==> src/rtl/and_gate_pkg.sv <==
// Shared defaults for the and_gate library cell.
// Kept separate so wrapper blocks can size their buses from the same values.
package and_gate_pkg;

    localparam int unsigned AND_GATE_DEFAULT_WIDTH = 1;
    localparam int unsigned AND_GATE_DEFAULT_CNT_W = 8;

endpackage : and_gate_pkg

==> src/rtl/and_gate.sv <==
// Parameterised bitwise 2-input AND with a registered copy of the result
// and a saturating count of cycles in which every result bit was high.
module and_gate
    import and_gate_pkg::*;
#(
    parameter int unsigned WIDTH = AND_GATE_DEFAULT_WIDTH,
    parameter int unsigned CNT_W = AND_GATE_DEFAULT_CNT_W
) (
    input  logic             clk_in,
    input  logic             rst_in,
    input  logic [WIDTH-1:0] a_in,
    input  logic [WIDTH-1:0] b_in,
    output logic [WIDTH-1:0] y_out,
    output logic [WIDTH-1:0] y_q_out,
    output logic             all_ones_out,
    output logic [CNT_W-1:0] hit_cnt_out
);

    localparam logic [CNT_W-1:0] CNT_MAX = {CNT_W{1'b1}};
    localparam logic [CNT_W-1:0] CNT_ONE = CNT_W'(1);

    logic [WIDTH-1:0] y_reg_d, y_reg_q;
    logic [CNT_W-1:0] hit_cnt_d, hit_cnt_q;

    // The result path never touches the clock or reset, so it stays valid during reset.
    for (genvar i = 0; i < WIDTH; i++) begin : g_bit
        assign y_out[i] = a_in[i] & b_in[i];
    end

    assign all_ones_out = &y_out;

    always_comb begin
        y_reg_d   = y_out;
        hit_cnt_d = hit_cnt_q;
        if (all_ones_out && (hit_cnt_q != CNT_MAX)) begin
            hit_cnt_d = hit_cnt_q + CNT_ONE;
        end
    end

    // NOTE: non-blocking updates keep every flop sampling pre-edge values; reset wins over counting.
    always_ff @(posedge clk_in) begin
        if (rst_in) begin
            y_reg_q   <= '0;
            hit_cnt_q <= '0;
        end else begin
            y_reg_q   <= y_reg_d;
            hit_cnt_q <= hit_cnt_d;
        end
    end

    assign y_q_out     = y_reg_q;
    assign hit_cnt_out = hit_cnt_q;

endmodule : and_gate

==> config.mk <==
export PLATFORM = sky130hd
export DESIGN_NAME = and_gate
export DESIGN_NICKNAME = d
export VERILOG_FILES = /design/src/rtl/and_gate_pkg.sv /design/src/rtl/and_gate.sv
export SDC_FILE = /design/constraint.sdc
export NUM_CORES = 1
export LEC_CHECK = 0
export CAP_MARGIN = 20
export CORE_AREA = 2 2 39 41
export CTS_BUF_LIST = sky130_fd_sc_hd__clkbuf_8
export DETAILED_ROUTE_END_ITERATION = 7
export DIE_AREA = 0 0 41 43
export PLACE_DENSITY = 0.72
export SETUP_SLACK_MARGIN = 0.4
export SLEW_MARGIN = 15
export SYNTH_ARGS = -nofsm -noshare
export SYNTH_HDL_FRONTEND = slang
export SYNTH_SLANG_ARGS = --single-unit
==> constraint.sdc <==
create_clock -name clk_in -period 3.6 [get_ports clk_in]
set_clock_uncertainty 0.05 [all_clocks]
set_input_delay 0.54 -clock clk_in [delete_from_list [all_inputs] [get_ports clk_in]]
set_output_delay 0.54 -clock clk_in [all_outputs]
set_load 0.005 [all_outputs]
==> results.sh, run 1 <==
# physical design summary
export IMPL_ys_sh_aoi=0.169
export IMPL_status="finished, final reports clean"
export IMPL_stage_log_warnings=26
export IMPL_p_total_mw=0.235
export IMPL_number_of_global_route_vias_before_repair=359
export IMPL_final_period_minus_worst_setup_slack_ps=2330
export IMPL_timing_setup_critical_path_class="in2out"
export IMPL_die_height_um=43
export IMPL_routedWlPerCell_um=11.2
export IMPL_power_switching_mw=0.0491
export IMPL_tightestPinTransition_ps=343
export IMPL_die_size_x_um=41
export IMPL_drt_initial_drc_count=5
export IMPL_sh_comb_area=0.362
export IMPL_route_detailed_drc=0
export IMPL_ctsHtreeMaxLevel=1
export IMPL_cp_endpoint="y_out"
export IMPL_placement_cell_area_um2=571
export IMPL_clock_root_buffer="sky130_fd_sc_hd__clkbuf_8"
export IMPL_synth_mux_area_fraction=0.0237
export IMPL_dr_total_vias=417
export IMPL_antenna_diode_count=0
export IMPL_post_place_ws_ps=1280
export IMPL_route_detailed_vias_per_inst=5.15
export IMPL_yosys_area_share_simple=0.264
export IMPL_post_synth_cell_area_avg_um2=8.61
export IMPL_ir_drop_mv=0.192
export IMPL_worst_skew_pair_late_latency_ps=230
export IMPL_signal_buffers=14
export IMPL_syn_to_final_growth_pct=46.0
export IMPL_power_group_top="the clock network"
export IMPL_edf_count=0
export IMPL_synth_area_um2=422
export IMPL_coreArea_mm2=0.00138
==> run 1: cell usage after synthesis, types with 2 or more instances <==
library cell / instances
sky130_fd_sc_hd__dfxtp_1: 9
sky130_fd_sc_hd__nor3_1: 2
sky130_fd_sc_hd__a211oi_1: 3
sky130_fd_sc_hd__nand4_1: 2
sky130_fd_sc_hd__a21oi_1: 4
sky130_fd_sc_hd__nand3_1: 2
sky130_fd_sc_hd__inv_1: 2
sky130_fd_sc_hd__nand2_1: 2
sky130_fd_sc_hd__nor2_1: 8
==> run 1: flip-flops by register name, indices dropped and copies added (netlist names) <==
name,count
hit_cnt_out,8
y_q_out,1
==> run 1: routing by layer <==
layer,up-vias,share of wire,global-route usage
met5,-,0,0
met4,0,0.030,0.100
met3,3,0.095,0.0471
met2,18,0.42,0.156
met1,186,0.45,0.172
li1,210,-,-
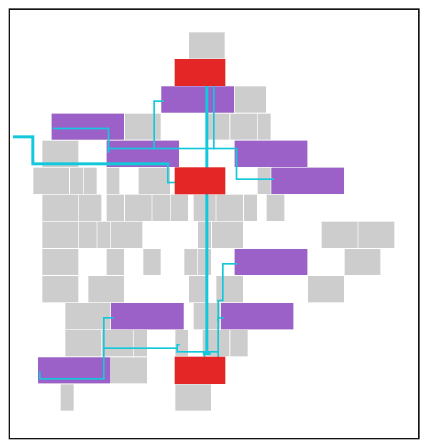
*Routed clock nets over the placement, run 1*
[purple] flip-flops | count: 9
[cyan] clock wires | length: 138 um
[red] clock-net drivers | count: 3
routed clock nets	4

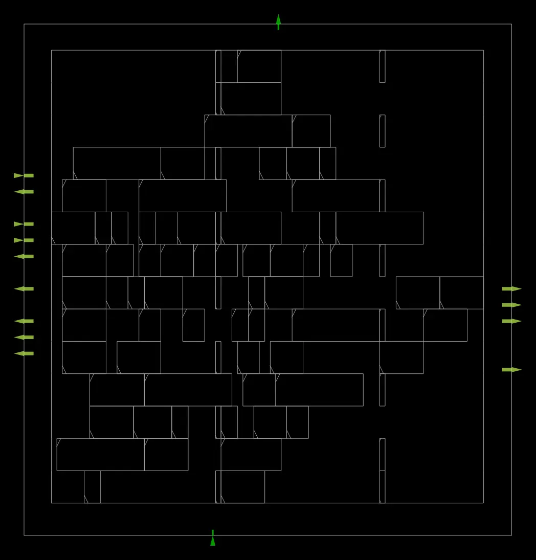
*Placement view, run 1*
number of placement rows: 14
Seq cells: 9
tap cell instance count: 16
total of fill cells in the finished design: 144
post-route insts no fill: 81

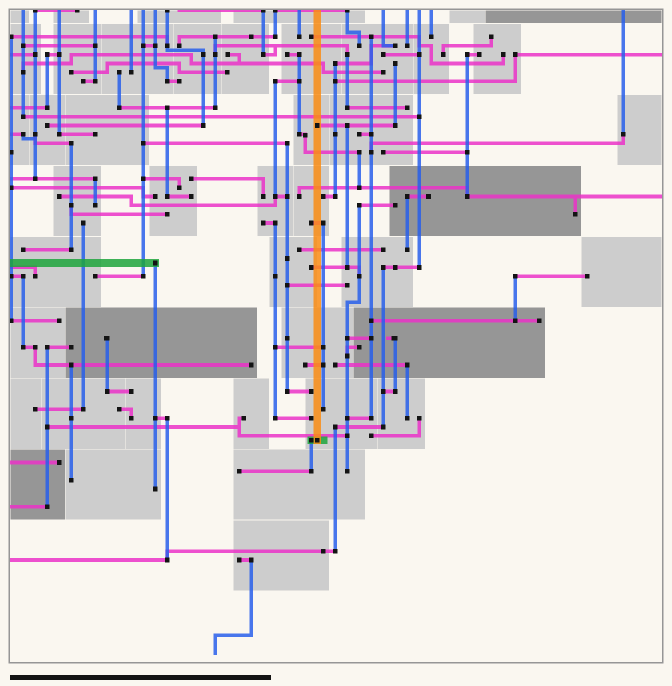
*Close-up of the layout, run 1*
The bar under the picture is 10 um long. Window x 8 to 33, y 0 to 25 um. Cells in gray, sequential cells in the stronger gray; small squares are vias.
color	layer
orange	M4
blue	M2
green	M3
magenta	M1
sequential cells in the window	3
cells with their middle in the window	33
netlist names of flops here include	hit_cnt_out (3)
most frequent	nor2_1 (4)

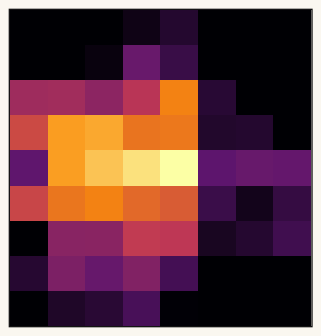
*Wiring heat map, run 1*
8 x 9 tiles, from black (low) to pale yellow (high), scaled to the fullest tile. Values are wire area over tile area, all layers added.
emptiest ninth of the die	north-east
fullest tile	0.34
tiles over half the peak	22%
nearly empty tiles	32%

### Logic cells by family, run 1

The bar under the picture is 10 um long.
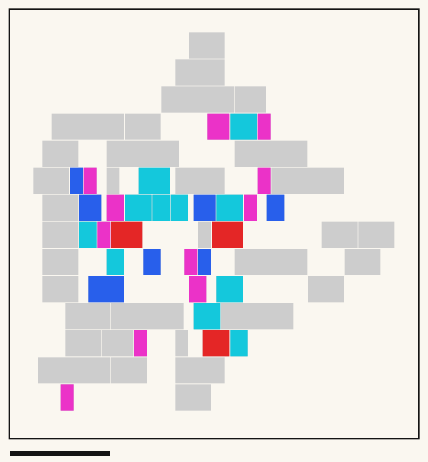

--- run 2 (diff from run 1) ---
--- a/config.mk
+++ b/config.mk
@@ -10,7 +10,7 @@
 export CTS_BUF_LIST = sky130_fd_sc_hd__clkbuf_8
 export DETAILED_ROUTE_END_ITERATION = 7
 export DIE_AREA = 0 0 41 43
-export PLACE_DENSITY = 0.72
+export PLACE_DENSITY = 0.74
 export SETUP_SLACK_MARGIN = 0.4
 export SLEW_MARGIN = 15
 export SYNTH_ARGS = -nofsm -noshare
==> constraint.sdc (replaced) <==
create_clock -name clk_in -period 2.1 [get_ports clk_in]
set_clock_uncertainty 0.05 [all_clocks]
set_input_delay 0.315 -clock clk_in [delete_from_list [all_inputs] [get_ports clk_in]]
set_output_delay 0.315 -clock clk_in [all_outputs]
set_load 0.005 [all_outputs]
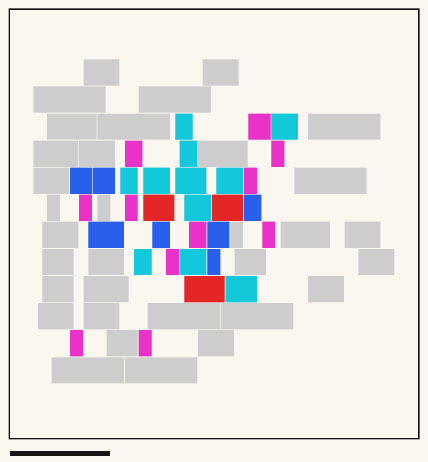
*Logic cells by family, run 2*
The bar under the picture is 10 um long.
color	family	cells
magenta	nor cells	11
cyan	aoi and oai cells	11
red	and/or cells	3
blue	nand cells	7

==> results.sh, run 2 <==
# physical design summary
export IMPL_post_synth_cell_area_avg_um2=8.61
export IMPL_highest_layer="met4"
export IMPL_ir_drop_mv=0.531
export IMPL_die_size_x_um=41
export IMPL_async_reset_ff_frac=0
export IMPL_finalNonFillerCells=81
export IMPL_finished_cell_area_um2=626
export IMPL_status="finished, final reports clean"
export IMPL_global_route_usage_met3=0.0890
export IMPL_synth_top_cell_by_count="sky130_fd_sc_hd__dfxtp_1"
export IMPL_p_total_mw=0.407
export IMPL_grt_max_degree=10
export IMPL_synth_area_um2=422
export IMPL_max_cap_violations=0
export IMPL_post_place_ws_ps=184
export IMPL_combinationalPower_mw=0.0272
export IMPL_gp_routability_congestion=0.724
export IMPL_route_detailed_drc=0
export IMPL_tap_cell_instance_count=16
export IMPL_edf_count=0
export IMPL_largest_register_ff_count=8
export IMPL_clock_root_buffer="sky130_fd_sc_hd__clkbuf_8"
export IMPL_busiest_layer="met2"
export IMPL_coreArea_mm2=0.00138
export IMPL_stage_log_warnings=26
export IMPL_routedWlPerCell_um=11.2
export IMPL_wl_met3_um=102
export IMPL_dr_total_vias=414
export IMPL_die_area_mm2=0.00176
export IMPL_startpoint="b_in"
export IMPL_grt_use_met2=0.188
export IMPL_worst_skew_pair_late_latency_ps=240
export IMPL_route_met2_wl_um=391
export IMPL_fp_row_count=14
export IMPL_cp_endpoint="hit_cnt_out[5]$_SDFFE_PP0P_"
export IMPL_tightestPinTransition_ps=347
export IMPL_share_clk_of_total_power=0.496
export IMPL_die_height_um=43
export IMPL_route_detailed_vias_per_inst=5.11
export IMPL_power_switching_mw=0.0890
export IMPL_final_period_minus_worst_setup_slack_ps=1650
export IMPL_power_group_top="the clock network"
export IMPL_ctsHtreeMaxLevel=1
export IMPL_number_of_global_route_vias_before_repair=375
run 2: what timing repair did:
item | 4_1_cts | 5_1_grt
pin swaps | 0 | 1
resized | 4 | 3
hold endpoints to repair | 0 | 0
endpoints found under the setup margin | 2 | 1
run 2: kinds of logic after synthesis:
group | Yosys count | synth area share
buffers and inverters | 4 | 0.0445
flip-flops | 9 | 0.427
XOR/XNOR | 2 | 0.0416
AND-OR/OR-AND | 11 | 0.169
multiplexers | 1 | 0.0237
adder cells (fa/ha/maj) | 1 | 0.0297
AND/OR/NAND/NOR | 21 | 0.264
run 2: critical path, stage by stage:
cell	delay, ps
sky130_fd_sc_hd__clkdlybuf4s50_1	490
sky130_fd_sc_hd__nand2_2	80
sky130_fd_sc_hd__or2_4	270
sky130_fd_sc_hd__or4_4	510
sky130_fd_sc_hd__a21oi_2	110
